Run 1, routed clock nets over the placement:
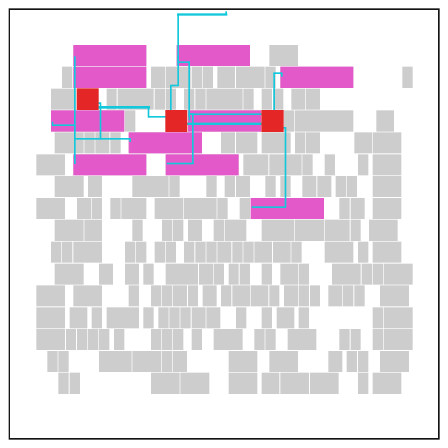
Run 1, routing congestion:
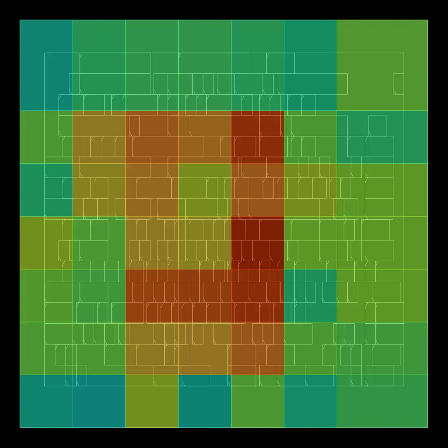
Run 1, cell classes on the final placement:
Bar = 20 um.
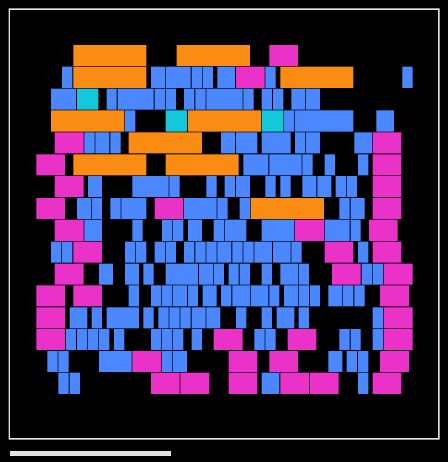
Run 1, register map, names as in the netlist:
Other cells in gray.
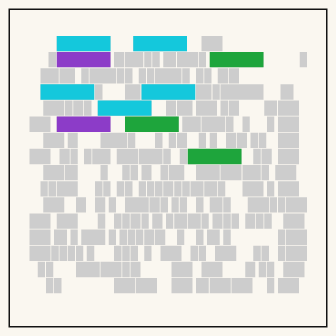
`config.mk`:
```
export PLATFORM = sky130hd
export DESIGN_NAME = multicycle_control_unit
export DESIGN_NICKNAME = d
export VERILOG_FILES = /design/src/rtl/ctrl_pkg.sv /design/src/rtl/alu_decoder.sv /design/src/rtl/multicycle_control_unit.sv
export SDC_FILE = /design/constraint.sdc
export NUM_CORES = 1
export LEC_CHECK = 0
export ABC_AREA = 1
export CAP_MARGIN = 20
export CORE_MARGIN = 3
export CORE_UTILIZATION = 46
export CTS_CLUSTER_SIZE = 20
export DETAILED_ROUTE_END_ITERATION = 7
export PLACE_DENSITY = 0.84
export SYNTH_ARGS = -nofsm -noshare
export SYNTH_HDL_FRONTEND = slang
export SYNTH_SLANG_ARGS = --single-unit
```
`constraint.sdc`:
```
create_clock -name clk -period 4.3 [get_ports clk]
set_clock_uncertainty 0.1 [all_clocks]
set_input_delay 0.43 -clock clk [delete_from_list [all_inputs] [get_ports clk]]
set_output_delay 0.43 -clock clk [all_outputs]
set_load 0.02 [all_outputs]
```
`src/rtl/ctrl_pkg.sv`:
```
// Shared encodings for the multi-cycle RV32I control unit: opcodes, ALU
// control codes, PC/write-back source selects, FSM states, instruction classes.
package ctrl_pkg;

  localparam logic [6:0] OP_R      = 7'b0110011;
  localparam logic [6:0] OP_I      = 7'b0010011;
  localparam logic [6:0] OP_LOAD   = 7'b0000011;
  localparam logic [6:0] OP_STORE  = 7'b0100011;
  localparam logic [6:0] OP_BRANCH = 7'b1100011;
  localparam logic [6:0] OP_JAL    = 7'b1101111;
  localparam logic [6:0] OP_JALR   = 7'b1100111;
  localparam logic [6:0] OP_LUI    = 7'b0110111;
  localparam logic [6:0] OP_AUIPC  = 7'b0010111;

  localparam logic [3:0] ALU_AND = 4'b0000;
  localparam logic [3:0] ALU_OR  = 4'b0001;
  localparam logic [3:0] ALU_ADD = 4'b0010;
  localparam logic [3:0] ALU_XOR = 4'b0011;
  localparam logic [3:0] ALU_SUB = 4'b0110;
  localparam logic [3:0] ALU_SLT = 4'b0111;

  localparam logic [1:0] PC_SRC_SEQ = 2'b00;  // PC+4
  localparam logic [1:0] PC_SRC_REL = 2'b01;  // PC+imm
  localparam logic [1:0] PC_SRC_ALU = 2'b10;  // ALU result

  localparam logic [1:0] WB_ALU = 2'b00;
  localparam logic [1:0] WB_MEM = 2'b01;
  localparam logic [1:0] WB_PC4 = 2'b10;

  typedef enum logic [2:0] {
    ST_START  = 3'd0,
    ST_FETCH  = 3'd1,
    ST_DECODE = 3'd2,
    ST_EXEC   = 3'd3,
    ST_MEM    = 3'd4,
    ST_WB     = 3'd5,
    ST_FAULT  = 3'd6
  } state_e;

  typedef enum logic [3:0] {
    CLS_R, CLS_I, CLS_LOAD, CLS_STORE, CLS_BRANCH,
    CLS_JAL, CLS_JALR, CLS_LUI, CLS_AUIPC, CLS_NONE
  } class_e;

  function automatic class_e classify(input logic [6:0] op);
    class_e c;
    case (op)
      OP_R:      c = CLS_R;
      OP_I:      c = CLS_I;
      OP_LOAD:   c = CLS_LOAD;
      OP_STORE:  c = CLS_STORE;
      OP_BRANCH: c = CLS_BRANCH;
      OP_JAL:    c = CLS_JAL;
      OP_JALR:   c = CLS_JALR;
      OP_LUI:    c = CLS_LUI;
      OP_AUIPC:  c = CLS_AUIPC;
      default:   c = CLS_NONE;
    endcase
    return c;
  endfunction

endpackage

```
`src/rtl/alu_decoder.sv`:
```
// Combinational map from instruction class and funct fields to the ALU
// control code, flagging encodings that the datapath does not implement.
module alu_decoder
  import ctrl_pkg::*;
(
  input  class_e     cls_i,
  input  logic [2:0] funct3_i,
  input  logic [6:0] funct7_i,
  output logic [3:0] aluctl_o,
  output logic       illegal_o
);

  // ALU operation select and legality of the funct fields for each class
  always_comb begin
    aluctl_o  = ALU_ADD;
    illegal_o = 1'b0;
    case (cls_i)
      CLS_R, CLS_I: begin
        case (funct3_i)
          3'b000:  aluctl_o = (cls_i == CLS_R && funct7_i[5]) ? ALU_SUB : ALU_ADD;
          3'b111:  aluctl_o = ALU_AND;
          3'b110:  aluctl_o = ALU_OR;
          3'b100:  aluctl_o = ALU_XOR;
          3'b010:  aluctl_o = ALU_SLT;
          default: illegal_o = 1'b1;
        endcase
        if (cls_i == CLS_R && funct7_i != 7'h00 && funct7_i != 7'h20) begin
          illegal_o = 1'b1;
        end
      end
      CLS_BRANCH: begin
        aluctl_o = ALU_SUB;
        // only BEQ (000) and BNE (001) are implemented
        illegal_o = (funct3_i[2:1] != 2'b00);
      end
      CLS_LOAD: begin
        illegal_o = !(funct3_i == 3'b000 || funct3_i == 3'b001 || funct3_i == 3'b010 ||
                      funct3_i == 3'b100 || funct3_i == 3'b101);
      end
      CLS_STORE: begin
        illegal_o = !(funct3_i == 3'b000 || funct3_i == 3'b001 || funct3_i == 3'b010);
      end
      CLS_JALR: begin
        illegal_o = (funct3_i != 3'b000);
      end
      CLS_JAL, CLS_LUI, CLS_AUIPC: begin
        aluctl_o = ALU_ADD;
      end
      default: begin
        illegal_o = 1'b1;
      end
    endcase
  end

endmodule

```
`src/rtl/multicycle_control_unit.sv`:
```
// Multi-cycle RV32I control FSM sharing one memory port for fetch and data.
//
// state  | meaning
// START  | one idle cycle after reset
// FETCH  | instruction read; ir_write on mem_ready
// DECODE | legality check of the latched instruction
// EXEC   | ALU op / address calc / branch resolve / jump source select
// MEM    | data load or store; store retires here
// WB     | register write and PC update
// FAULT  | sticky error, left only through rst
module multicycle_control_unit
  import ctrl_pkg::*;
#(
  parameter int unsigned MEM_TIMEOUT = 16,
  parameter bit          ENABLE_MEM  = 1'b1
) (
  input  logic       clk,
  input  logic       rst,
  input  logic [6:0] opcode,
  input  logic [2:0] funct3,
  input  logic [6:0] funct7,
  input  logic       zero,
  input  logic       mem_ready,
  output logic       mem_req,
  output logic       memwrite,
  output logic       ir_write,
  output logic       pc_write,
  output logic [1:0] pc_src,
  output logic [1:0] wb_sel,
  output logic       mem2reg,
  output logic       alusrc,
  output logic       regwrite,
  output logic [3:0] aluctl,
  output logic       branch_taken,
  output logic       fault,
  output logic [2:0] state
);

  localparam int unsigned    CNT_W    = $clog2(MEM_TIMEOUT + 1);
  // last unanswered cycle that is still tolerated; one more wait means fault
  localparam logic [CNT_W-1:0] CNT_LAST = CNT_W'(MEM_TIMEOUT - 1);

  state_e           state_q, state_d;
  logic [CNT_W-1:0] tmo_cnt_q, tmo_cnt_d;
  logic [1:0]       jump_src_q, jump_src_d;

  class_e     cls;
  logic [3:0] dec_aluctl;
  logic       dec_illegal;
  logic       is_mem_op;
  logic       illegal;
  logic       taken;
  logic       tmo_hit;

  assign cls       = classify(opcode);
  assign is_mem_op = (cls == CLS_LOAD) || (cls == CLS_STORE);
  assign illegal   = dec_illegal || (is_mem_op && !ENABLE_MEM);
  // funct3[0] distinguishes BNE from BEQ
  assign taken     = funct3[0] ? !zero : zero;
  assign tmo_hit   = (tmo_cnt_q == CNT_LAST);

  alu_decoder u_alu_decoder (
    .cls_i     (cls),
    .funct3_i  (funct3),
    .funct7_i  (funct7),
    .aluctl_o  (dec_aluctl),
    .illegal_o (dec_illegal)
  );

  // Next state and all control strobes
  always_comb begin
    state_d      = state_q;
    jump_src_d   = jump_src_q;
    mem_req      = 1'b0;
    memwrite     = 1'b0;
    ir_write     = 1'b0;
    pc_write     = 1'b0;
    pc_src       = PC_SRC_SEQ;
    wb_sel       = WB_ALU;
    alusrc       = 1'b0;
    regwrite     = 1'b0;
    aluctl       = ALU_AND;
    branch_taken = 1'b0;
    fault        = 1'b0;
    case (state_q)
      ST_START: state_d = ST_FETCH;
      ST_FETCH: begin
        mem_req = 1'b1;
        if (mem_ready) begin
          ir_write = 1'b1;
          state_d  = ST_DECODE;
        end else if (tmo_hit) begin
          state_d = ST_FAULT;
        end
      end
      ST_DECODE: state_d = illegal ? ST_FAULT : ST_EXEC;
      ST_EXEC: begin
        aluctl     = dec_aluctl;
        alusrc     = (cls != CLS_R) && (cls != CLS_BRANCH) && (cls != CLS_JAL);
        jump_src_d = PC_SRC_SEQ;
        case (cls)
          CLS_LOAD, CLS_STORE: state_d = ST_MEM;
          CLS_BRANCH: begin
            branch_taken = taken;
            pc_write     = 1'b1;
            pc_src       = taken ? PC_SRC_REL : PC_SRC_SEQ;
            state_d      = ST_FETCH;
          end
          CLS_JAL: begin
            pc_src       = PC_SRC_REL;
            jump_src_d   = PC_SRC_REL;
            branch_taken = 1'b1;
            state_d      = ST_WB;
          end
          CLS_JALR: begin
            pc_src       = PC_SRC_ALU;
            jump_src_d   = PC_SRC_ALU;
            branch_taken = 1'b1;
            state_d      = ST_WB;
          end
          default: state_d = ST_WB;
        endcase
      end
      ST_MEM: begin
        mem_req  = 1'b1;
        memwrite = (cls == CLS_STORE);
        if (mem_ready) begin
          if (cls == CLS_STORE) begin
            pc_write = 1'b1;
            state_d  = ST_FETCH;
          end else begin
            state_d = ST_WB;
          end
        end else if (tmo_hit) begin
          state_d = ST_FAULT;
        end
      end
      ST_WB: begin
        regwrite = 1'b1;
        pc_write = 1'b1;
        pc_src   = jump_src_q;
        case (cls)
          CLS_LOAD:          wb_sel = WB_MEM;
          CLS_JAL, CLS_JALR: wb_sel = WB_PC4;
          default:           wb_sel = WB_ALU;
        endcase
        state_d = ST_FETCH;
      end
      ST_FAULT: fault = 1'b1;
      default:  state_d = ST_FAULT;
    endcase
  end

  // Wait counter: counts unanswered request cycles within one memory state
  always_comb begin
    tmo_cnt_d = '0;
    if ((state_q == ST_FETCH || state_q == ST_MEM) && !mem_ready && state_d == state_q) begin
      tmo_cnt_d = tmo_cnt_q + CNT_W'(1);
    end
  end

  assign mem2reg = (wb_sel == WB_MEM);
  assign state   = state_q;

  // State, wait counter and latched jump source
  always_ff @(posedge clk or posedge rst) begin
    if (rst) begin
      state_q    <= ST_START;
      tmo_cnt_q  <= '0;
      jump_src_q <= PC_SRC_SEQ;
    end else begin
      state_q    <= state_d;
      tmo_cnt_q  <= tmo_cnt_d;
      jump_src_q <= jump_src_d;
    end
  end

endmodule

```
==> results.cfg, run 1 <==
; physical design summary
[finish]
layout_top_cells = nand2_1 (40), clkdlybuf4s50_1 (39), inv_1 (27), nor2_1 (25)
regArea_um2 = 250
largest_class = multi-input combinational cells
sh_comb_area_pct = 42.9
nonClockBufferCount = 39
diodes = 0
clkbuf_count = 3

[clock_network]
cts_tree = built
cts-root-buf = clkbuf_4
cts.sinks = 10
ctsResizeCount = 0
insertion_delay_ns = 0.26
cts_buffers = 3
ctsHoldBuffers = 0

[yosys]
synth.distinct_cells = 29
top_area_cell = dfrtp_1
yosys-top-cells-count = nand2_1 (40), inv_1 (27), nor2_1 (25)
yosysChipArea_um2 = 1030
syn-num-nets = 189
avgSynthCellArea_um2 = 6.19
ys_ff = 10
edf_count = 0
yosys_most_used_dff = dfrtp_1

[worst_setup_path]
critPathArrivalTime_ns = 2.42
critPathKind = input pin to primary output
start_kind = input pin
path_cells = clkdlybuf4s50_1, inv_2, nand3_1, nor2_1, inv_1, nand2_2, inv_1, nor4_1, clkdlybuf4s50_1
r2r_start = tmo_cnt_q[0]$_DFF_PP0_
crit_start = opcode[6]
critPathSlowestCell = clkdlybuf4s50_1

[global_routing]
grt_pass1_wl_mm = 4.57
grt_start_max_net_pins = 11
overflow = 0

[worst_hold_path]
min_path_type = input pin to async pin

[place]
post-dp-hpwl_mm = 2.24
dp_cells = 231
gp_congestion = 0.905

[run_status]
status = complete, no violations

[floorplanning]
nWellTaps = 27
fp-utilization_pct = 50.3
chip_area_um2 = 2840

[route]
wl_per_cell_um = 11.6
vias = 1177
firstDrtPassIters = 4

[power_and_ir_drop]
leakage_nw = 0.702
powerDensity_nw_per_um2 = 387

[flow_run]
cap_violations = 0

[sta]
slew_violations = 0
setup_viol = 0
fmax_mhz = 339
Notes on 'routed clock nets over the placement' above:
[cyan] clock wires | length: 125 um
[red] clock-net drivers | count: 3
[magenta] flip-flops | count: 10
routed clock nets: 4

Notes on 'routing congestion' above:
GR peak layer: met2
final core occ: 71.8%
GRT met3 Usage: 4.51%
Tot GR Track Use: 21.4%
GR met1 Demand/Resource: 25.8%

Notes on 'cell classes on the final placement' above:
| color | class | cells |
|---|---|---|
| cyan | clock-net drivers | 3 |
| orange | registers | 10 |
| blue | remaining logic cells | 155 |
| magenta | remaining buffers and delay cells | 39 |

Notes on 'register map, names as in the netlist' above:
| color | signal | sequential cells |
|---|---|---|
| cyan | `tmo_cnt_q` | 5 |
| green | `state` | 3 |
| purple | `jump_src_q` | 2 |

-- run 1: registers in the layout, indices dropped and copies added (netlist names) --
register,cells
jump_src_q,2
state,3
tmo_cnt_q,5
-- run 1: cell families (layout without fill, tap and decap cells) --
group	after synthesis	after routing	synth area share, %
AND/OR/NAND/NOR	98	98	46.7
buffers and inverters	37	78	14.4
AND-OR/OR-AND	16	16	10.1
flip-flops	10	10	24.4
adder cells (fa/ha/maj)	2	2	2.44
XOR/XNOR	2	2	1.71
other	1	1	0.365
-- run 1: power by group --
group / internal (W) / leakage [nW] / switching, W
Sequential: 0.000117 / 0.133 / 0.0000313
Combinational: 0.000148 / 0.555 / 0.000209
Clock: 0.0000322 / 0.0138 / 0.0000298
Total: 0.000297 / 0.702 / 0.000270
-- run 1: worst reg2reg max path, stage by stage, from the launching register on --
cell and delay, ns:
dfrtp_1 0.39, ha_1 0.21, nand2_1 0.08, nor2_1 0.05, ha_1 0.20, o211ai_1 0.17
nand3_1 0.10, a21oi_1 0.13, nand2_1 0.07
-- run 1: layer usage --
metal	GRT usage [%]	share of wire, %	vias to the layer above
li1	-	-	602
met5	0	0	-
met4	4.68	1.9	0
met1	25.8	42	498
met2	38.4	48	68
met3	4.51	8.0	9
-- run 1: per-stage QoR --
| stage | total power, W | hold WS, ns | cell area, um^2 | util (%) | setup slack [ns] |
|---|---|---|---|---|---|
| after floorplan | 0.000367 | 0.170 | 1030 | - | 1.86 |
| after global placement | 0.000494 | 0.346 | 1440 | 70.7 | 1.39 |
| after detailed placement | 0.000506 | 0.355 | 1440 | 70.7 | 1.37 |
| after CTS | 0.000573 | 0.346 | 1470 | 71.8 | 1.37 |
| after global routing | 0.000611 | 0.363 | 1470 | 71.8 | 1.19 |
| final | 0.000567 | 0.342 | 1470 | 71.8 | 1.35 |
Run 1, power grid:
Pins as bars on the die edge. Tap cells in gray.
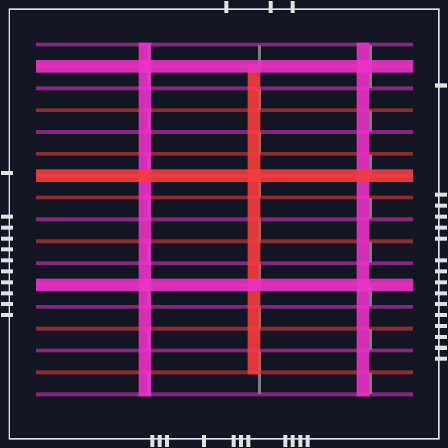

--- run 2 (diff from run 1) ---
CORE_UTILIZATION = 43   (was 46)
PLACE_DENSITY = 0.8   (was 0.84)
clock period = 3.1 ns   (was 4.3 ns; I/O delays follow)
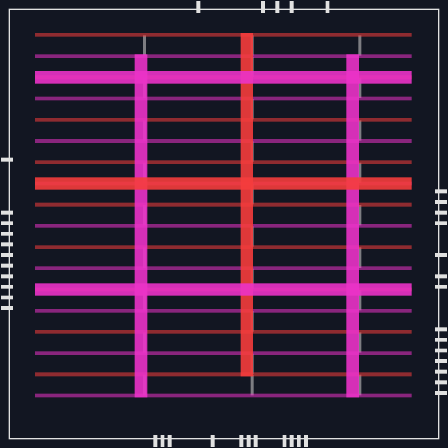
Run 2: power grid
Pins as bars on the die edge. Tap cells in gray.
| color | net |
|---|---|
| red | VDD |
| magenta | VSS |
met5 straps: 3
met1 rails: 18
met4 straps: 3
tap cells: 28

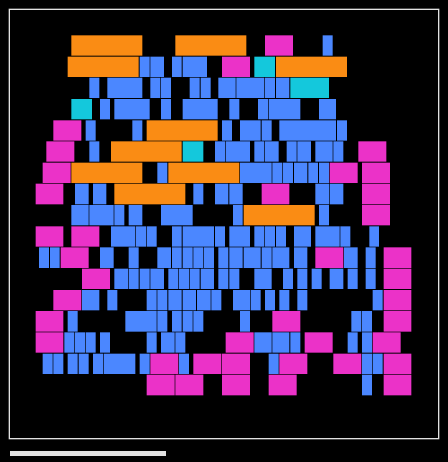
Run 2: cell classes on the final placement
Bar = 20 um.
flop share of the area: 16.9%
final core occ: 66.3%
area of the core: 2230 um^2
final instance area: 1480 um^2

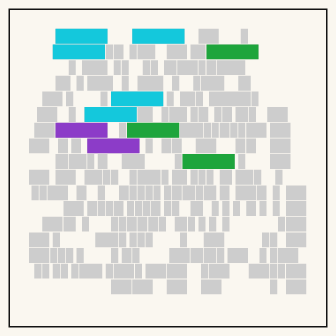
Run 2: register map, names as in the netlist
Other cells in gray.
| color | signal | sequential cells |
|---|---|---|
| cyan | `tmo_cnt_q` | 5 |
| purple | `jump_src_q` | 2 |
| green | `state` | 3 |

==> results.cfg, run 2 <==
; physical design summary
[run_status]
status = complete, no violations

[finish]
diodes = 0
layout_top_cells = nand2_1 (40), clkdlybuf4s50_1 (39), inv_1 (27), nor2_1 (25)
top_register = tmo_cnt_q

[sta]
setup_ws_ns = 0.394
setup_viol = 0
slew_violations = 0
fmax_mhz = 370

[floorplanning]
fp-utilization_pct = 46.0
chip_area_um2 = 3010

[power_and_ir_drop]
pwr-share-clk_pct = 14.7
p_int_w = 0.000438
switching_share_pct = 46.2

[place]
dp_cells = 232
post-dp-hpwl_mm = 2.22
gp_congestion = 0.903
placed_area_um2 = 1450

[clock_network]
cts_tree = built
insertion_delay_ns = 0.27
cts.sinks = 10
ctsHoldBuffers = 0

[worst_setup_path]
start_kind = input pin
critPathArrivalTime_ns = 2.30
critPathSlowestCell = clkdlybuf4s50_1
path_cells = clkdlybuf4s50_1, inv_2, nand3_1, nor2_1, inv_1, o21ai_0, nand4_1, nand2_1, clkdlybuf4s50_1

[yosys]
ys_ff = 10
synthAoiAreaFrac_pct = 10.1
top_area_cell = dfrtp_1
synth.distinct_cells = 29

[route]
wl_per_cell_um = 11.2

[global_routing]
grt_start_max_net_pins = 11
grt_pass1_wl_mm = 4.31

[flow_run]
cap_violations = 0

[worst_hold_path]
min_path_type = input pin to async pin
[run 2: cell types whose count changed in the layout (fill, tap and decap cells not counted)]
cell,previous run,this run
clkbuf_8,0,1
[run 2: logic make-up (layout without fill, tap and decap cells)]
logic type / Yosys count / count (layout)
simple gates: 98 / 98
buf+inv: 37 / 79
compound gates: 16 / 16
flops: 10 / 10
fa+ha+maj: 2 / 2
xor+xnor: 2 / 2
other cells: 1 / 1
[run 2: area by class of cell]
type	instances	area share, %
clock buffer	4	2.45
inverter	36	9.46
multi-input combinational	119	42.5
sequential	10	16.9
tap	28	2.36
timing repair buffer	39	26.4
[run 2: worst paths after layout]
path / startpoint / end / slack [ns] / cells after the start
min in group clk: tmo_cnt_q[0]$_DFF_PP0_ / tmo_cnt_q[0]$_DFF_PP0_ / 0.37 / 1
min: rst / state[2]$_DFF_PP0_ / 0.21 / 2
max: opcode[6] / aluctl[2] / 0.39 / 9
min reg2reg: tmo_cnt_q[0]$_DFF_PP0_ / tmo_cnt_q[0]$_DFF_PP0_ / 0.37 / 1
max reg2reg: tmo_cnt_q[0]$_DFF_PP0_ / state[2]$_DFF_PP0_ / 1.51 / 8
max in group asynchronous: rst / tmo_cnt_q[1]$_DFF_PP0_ / 2.41 / 2
[run 2: power by group through the flow]
stage	combinational (W)	sequential, W	clock, W
finish	0.000489	0.000206	0.000120
global route	0.000537	0.000212	0.000129
CTS	0.000490	0.000205	0.000124
detailed placement	0.000489	0.000208	0
global placement	0.000480	0.000205	0
floorplan	0.000285	0.000224	0
[run 2: layer usage]
layer  global-route usage [%]  vias to the layer above  share of wire [%]
met5                        0                        -                  0
met4                     5.81                        0                1.8
met2                     31.7                       63                 46
met1                     24.1                      502                 41
met3                     4.63                        8                 11
li1                         -                      600                  -
Run 2, routing congestion:
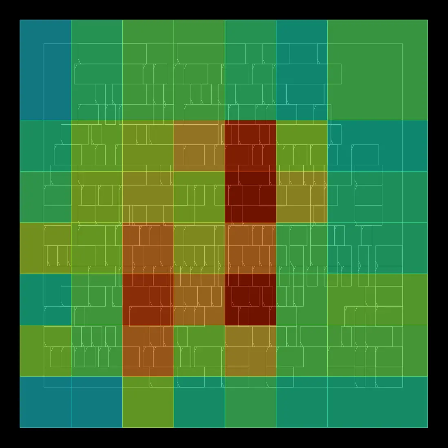

--- run 3 (diff from run 2) ---
CORE_MARGIN = default   (was 3)
HOLD_SLACK_MARGIN = 0.15   (was default)
SLEW_MARGIN = 20   (was default)
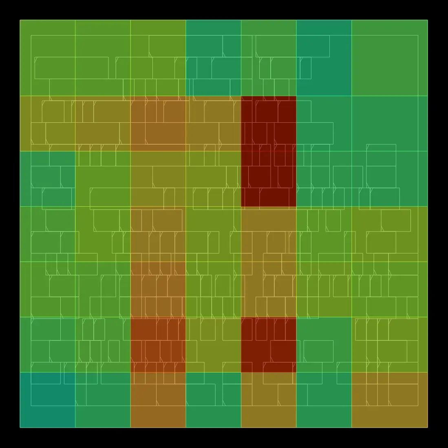
Run 3: routing congestion
drt wl/cell: 10.8 um
GRT met3 Usage: 5.65%

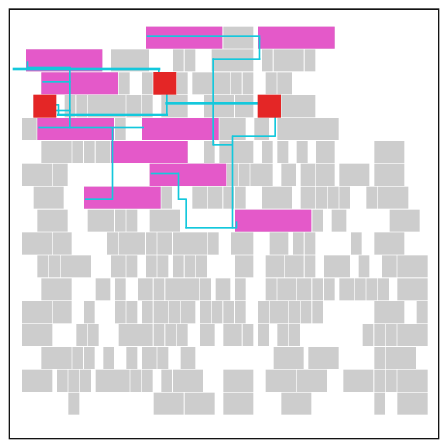
Run 3: routed clock nets over the placement
[magenta] flip-flops | count: 10
[red] clock-net drivers | count: 3
[cyan] clock wires | length: 167 um
routed clock nets: 4

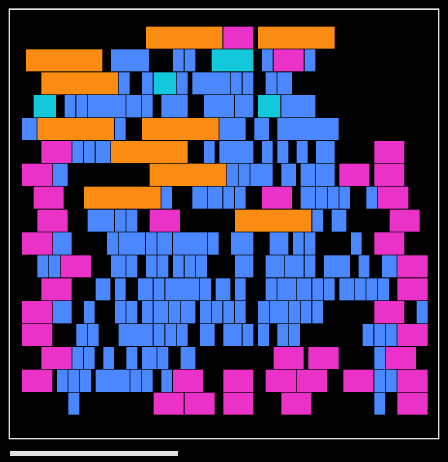
Run 3: cell classes on the final placement
Bar = 20 um.
| color | class | cells |
|---|---|---|
| orange | registers | 10 |
| magenta | remaining buffers and delay cells | 39 |
| cyan | clock drivers and dummy loads | 4 |
| blue | remaining logic cells | 155 |

==> results.cfg, run 3 <==
; physical design summary
[sta]
setup_viol = 0
setup_ws_ns = 0.340
fmax_mhz = 362

[yosys]
yosys_most_used_dff = dfrtp_1
synth.distinct_cells = 29
top_area_cell = dfrtp_1

[place]
gp_congestion = 0.892
placed_area_um2 = 1450
post-dp-hpwl_mm = 2.13

[route]
top_layer_used = met3
routed-wl-met2_mm = 1.21
wl_met3_um = 190
vias = 1155

[floorplanning]
chip_area_um2 = 2590
fp-utilization_pct = 46.0

[clock_network]
ctsHoldBuffers = 0
cts_buffers = 3
ctsResizeCount = 0
cts_tree = built
cts.sinks = 10

[worst_setup_path]
critPathKind = input pin to primary output
critPathArrivalTime_ns = 2.35
reg2reg_slack_ns = 1.53
r2r_start = tmo_cnt_q[0]$_DFF_PP0_
r2r-end = state[2]$_DFF_PP0_

[global_routing]
grt_use_total_pct = 21.6
met1_usage_pct = 27.0
grt_start_max_net_pins = 11
overflow = 0
grtUsageMet2_pct = 37.8

[finish]
largest_register_ffs = 5
fin_area_um2 = 1480

[flow_run]
cap_violations = 0

[power_and_ir_drop]
leakage_nw = 0.709

[run_status]
status = complete, no violations
==> run 3: cell counts in the layout (fill, tap and decap cells not counted) <==
No cell type changed its count.
==> run 3: how the worst max path moves through the flow <==
| stage | from | end | cells after the start |
|---|---|---|---|
| 3_3_place_gp | opcode[6] | aluctl[2] | 9 |
| 6_report | opcode[6] | aluctl[0] | 9 |
| 5_1_grt | opcode[6] | aluctl[2] | 9 |
| 2_1_floorplan | state[0]$_DFF_PP0_ | pc_src[1] | 4 |
| 4_1_cts | opcode[6] | aluctl[0] | 9 |
| 3_5_place_dp | opcode[6] | aluctl[0] | 9 |
==> run 3: area by class of cell <==
class	count	area (um^2)
Clock buffer	4	36.3
Timing Repair Buffer	39	390
Fill cell	195	752
Sequential cell	10	250
Tap cell	28	35.0
Inverter	36	140
Multi-Input combinational cell	119	629
==> run 3: kinds of logic (layout without fill, tap and decap cells) <==
family	count (synthesis)	count (layout)	share of synthesized area (%)
buf+inv	37	79	14.4
fa+ha+maj	2	2	2.44
other cells	1	1	0.365
flops	10	10	24.4
xor+xnor	2	2	1.71
compound gates	16	16	10.1
simple gates	98	98	46.7
==> run 3: per-stage QoR <==
stage          std cells  utilization, %
5_1_grt              236            66.3
4_1_cts              236            66.3
6_report             236            66.3
3_5_place_dp         232            64.7
2_1_floorplan        166               -
3_3_place_gp         232            64.7
==> run 3: where the power goes <==
part	total [W]	internal [W]	switching [W]
Combinational	0.000491	0.000205	0.000286
Sequential	0.000204	0.000162	0.0000427
Clock	0.000122	0.0000714	0.0000508
Total	0.000817	0.000438	0.000379
==> run 3: worst max-delay path: stages <==
cell             delay, ns
clkdlybuf4s50_1       0.47
inv_2                 0.13
nand3_1               0.11
nor2_1                0.24
inv_1                 0.10
nand2_2               0.10
inv_1                 0.05
nor4_1                0.18
clkdlybuf4s50_1       0.65
Power is estimated from default activity; no workload was simulated.
